Fig. 1: the clock network
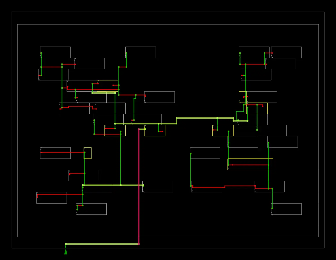
Fig. 2: ports around the boundary
Pins as bars across the die edge, other pins in grey.
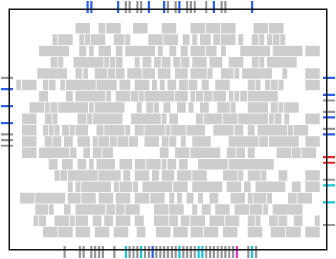
**src/rtl/reg_spill_ctrl.sv**
```systemverilog
// Register-file spill/fill sequencer for context save and restore.
// Walks every register through a req/ack memory handshake.
module reg_spill_ctrl #(
  parameter int SIZE = 8,
  parameter int COUNT = 4,
  parameter int ADDR_W = 16,
  localparam int IW = $clog2(COUNT)
) (
  input  logic              clk,
  input  logic              rst,
  input  logic              start,
  input  logic              mode,
  input  logic [ADDR_W-1:0] base,
  output logic              busy,
  output logic              done,
  output logic              rf_oeb,
  output logic [IW-1:0]     rf_src,
  input  logic [SIZE-1:0]   rf_src_dat,
  output logic              rf_we,
  output logic              rf_inc,
  output logic              rf_dec,
  output logic [IW-1:0]     rf_dst,
  output logic [SIZE-1:0]   rf_dst_result,
  output logic [ADDR_W-1:0] mem_addr,
  output logic [SIZE-1:0]   mem_wdata,
  output logic              mem_wr,
  output logic              mem_rd,
  input  logic              mem_ack,
  input  logic [SIZE-1:0]   mem_rdata
);

  localparam logic [2:0] S_IDLE = 3'd0;
  localparam logic [2:0] S_SRD  = 3'd1;
  localparam logic [2:0] S_SWR  = 3'd2;
  localparam logic [2:0] S_FRD  = 3'd3;
  localparam logic [2:0] S_FWR  = 3'd4;
  localparam logic [2:0] S_DONE = 3'd5;

  localparam logic [IW-1:0] LAST = IW'(COUNT - 1);

  logic [2:0]        state_q, state_d;
  logic [IW-1:0]     idx_q, idx_d;
  logic              mode_q, mode_d;
  logic [ADDR_W-1:0] base_q, base_d;
  logic [SIZE-1:0]   data_q, data_d;
  logic [ADDR_W-1:0] addr;
  logic              st_srd, st_swr, st_frd, st_fwr;

  assign addr = base_q + ADDR_W'(idx_q);

  always_comb begin
    state_d = state_q;
    idx_d   = idx_q;
    mode_d  = mode_q;
    base_d  = base_q;
    data_d  = data_q;
    case (state_q)
      S_IDLE: begin
        if (start) begin
          mode_d  = mode;
          base_d  = base;
          idx_d   = '0;
          state_d = mode ? S_FRD : S_SRD;
        end
      end
      S_SRD: begin
        data_d  = rf_src_dat;
        state_d = S_SWR;
      end
      S_SWR: begin
        if (mem_ack) begin
          if (idx_q == LAST) begin
            state_d = S_DONE;
          end else begin
            idx_d   = idx_q + IW'(1);
            state_d = mode_q ? S_FRD : S_SRD;
          end
        end
      end
      S_FRD: begin
        if (mem_ack) begin
          data_d  = mem_rdata;
          state_d = S_FWR;
        end
      end
      S_FWR: begin
        if (idx_q == LAST) begin
          state_d = S_DONE;
        end else begin
          idx_d   = idx_q + IW'(1);
          state_d = mode_q ? S_FRD : S_SRD;
        end
      end
      S_DONE:  state_d = S_IDLE;
      default: state_d = S_IDLE;
    endcase
  end

  always_ff @(posedge clk) begin
    if (rst) begin
      state_q <= S_IDLE;
      idx_q   <= '0;
      mode_q  <= 1'b0;
      base_q  <= '0;
      data_q  <= '0;
    end else begin
      state_q <= state_d;
      idx_q   <= idx_d;
      mode_q  <= mode_d;
      base_q  <= base_d;
      data_q  <= data_d;
    end
  end

  // Outputs decode from registered state only; mem_ack never reaches them.
  assign st_srd = (state_q == S_SRD);
  assign st_swr = (state_q == S_SWR);
  assign st_frd = (state_q == S_FRD);
  assign st_fwr = (state_q == S_FWR);

  assign busy          = (state_q != S_IDLE);
  assign done          = (state_q == S_DONE);
  assign rf_oeb        = st_srd;
  assign rf_src        = st_srd ? idx_q : '0;
  assign rf_we         = st_fwr;
  assign rf_dst        = st_fwr ? idx_q : '0;
  assign rf_dst_result = st_fwr ? data_q : '0;
  assign rf_inc        = 1'b0;
  assign rf_dec        = 1'b0;
  assign mem_wr        = st_swr;
  assign mem_rd        = st_frd;
  assign mem_addr      = (st_swr | st_frd) ? addr : '0;
  assign mem_wdata     = st_swr ? data_q : '0;

endmodule

```
**config.mk**
```make
export PLATFORM = sky130hd
export DESIGN_NAME = reg_spill_ctrl
export DESIGN_NICKNAME = d
export VERILOG_FILES = /design/src/rtl/reg_spill_ctrl.sv
export SDC_FILE = /design/constraint.sdc
export NUM_CORES = 1
export LEC_CHECK = 0
export CAP_MARGIN = 25
export CORE_ASPECT_RATIO = 0.75
export CORE_UTILIZATION = 45
export CTS_CLUSTER_DIAMETER = 30
export DETAILED_ROUTE_END_ITERATION = 8
export PLACE_DENSITY = 0.85
export REMOVE_ABC_BUFFERS = 1
export SETUP_SLACK_MARGIN = 0.15
export SYNTH_ARGS = -nofsm -noshare
export SYNTH_HDL_FRONTEND = slang
export SYNTH_SLANG_ARGS = --single-unit
```
**constraint.sdc**
```tcl
create_clock -name clk -period 5.1 [get_ports clk]
set_clock_uncertainty 0.1 [all_clocks]
set_input_delay 1.275 -clock clk [delete_from_list [all_inputs] [get_ports clk]]
set_output_delay 1.275 -clock clk [all_outputs]
set_load 0.05 [all_outputs]
```
==> reports/qor.csv <==
metric,value,unit
ant_nets,0,
seq_share,21.9,%
top_cells_by_area,"dfxtp_1 (33%), nand2_1 (10%), and2_1 (8.5%), a21oi_1 (7.3%), nor2_1 (4.1%)",
reg_top3,"base_q: 16 flops, data_q: 8 flops, state_q: 3 flops",
hold_buffers,0,
drt-initial-drc-count,114,
slew_headroom,36.1,%
drive_gt1_share,4.01,%
dieArea,4360,um^2
clk_share,3.98,%
antenna_found_initial,0,
inv_count,3,
syn2layout_area_growth,48.4,%
rr_endpoint,data_q[2],
ys_ff,30,
dominant_cells,combinational gates,
synth_dominant_cell_count,nand2_1,
yosysUniqueCellTypes,38,
crit_start,idx_q[0],
grt_pass1_wl,8600,um
fin_crit_sh,86.4,%
status,finished clean,
crit_slowest_cell,clkdlybuf4s50_1,
whs_endpoint,mode_q,
placed_area,2630,um^2
ctsResizeCount,0,
vias_per_cell,5.30,
p_sw_share,32.3,%
synthFlopType,dfxtp_1,
power-top-group,registers,
dr_wl_met2,2480,um
vias,1993,
ys_sh_mux,1.09,%
cts_tree,yes,
die_x,75.9,um
ir_worst_vdd,183,uV
common_cells,"nand2_1 (51), dfxtp_1 (30), a21oi_1 (27)",
top_layer_used,met4,
cap_violations,0,
grt_use_met2,39.7,%
met1_length,2430,um
layout_min_cycle_time,4400,ps
syn-mean-instance-area,7.29,um^2
hold_path.class,reg2reg,
dp.final_hpwl,3890,um
lay_top_cells,"clkdlybuf4s50_1 (78), nand2_1 (51), dfxtp_1 (30)",
tns,0,ps
fillCellCount,304,
ys_cells,253,
wl_per_cell,14.0,um
fmax,227,MHz
p_seq,0.000282,W
p_seq_share,40.2,%
cpLargestDelayFamily,buffers and inverters,
layout_top_cell_excl_fill_tap,clkdlybuf4s50_1,
start_kind,flip-flop,
grt_max_degree,21,
synth-edff-count,0,
regMostFlops,base_q,
grt.overflow.total,0,
layout.cells.non_filler,376,
synth_xor_xnor_area_share,4.75,%
finalSetupViolations,0,
worstMarginPinSlew,955,ps
grt_usage,24.7,%
yosysWarnings,0,
grt_busiest_layer,met2,
r2r-start,state_q[0],
worst-path-buf-inv,1,
crit_fanout,6,
## Picture notes: Fig. 1
Latency at later pin: 280 ps
Clock buffer cells: 5
Flop Count: 30
Clock Sinks: 30
Clk. pwr: 0.000235 W

## Picture notes: Fig. 2
legend:
  `base`:
    colour: blue
    pins: 16
    direction: input
    edge: 8 north, 4 east, 3 west, 1 south
  `mem_wr`:
    colour: magenta
    pins: 1
    direction: output
    edge: south
  `rf_dst_result`:
    colour: cyan
    pins: 8
    direction: output
    edge: 6 south, 2 east
  `rf_dst`:
    colour: red
    pins: 2
    direction: output
    edge: east
height of the die: 57.4 um
# port buffers: 78

Power is estimated from default activity; no workload was simulated.
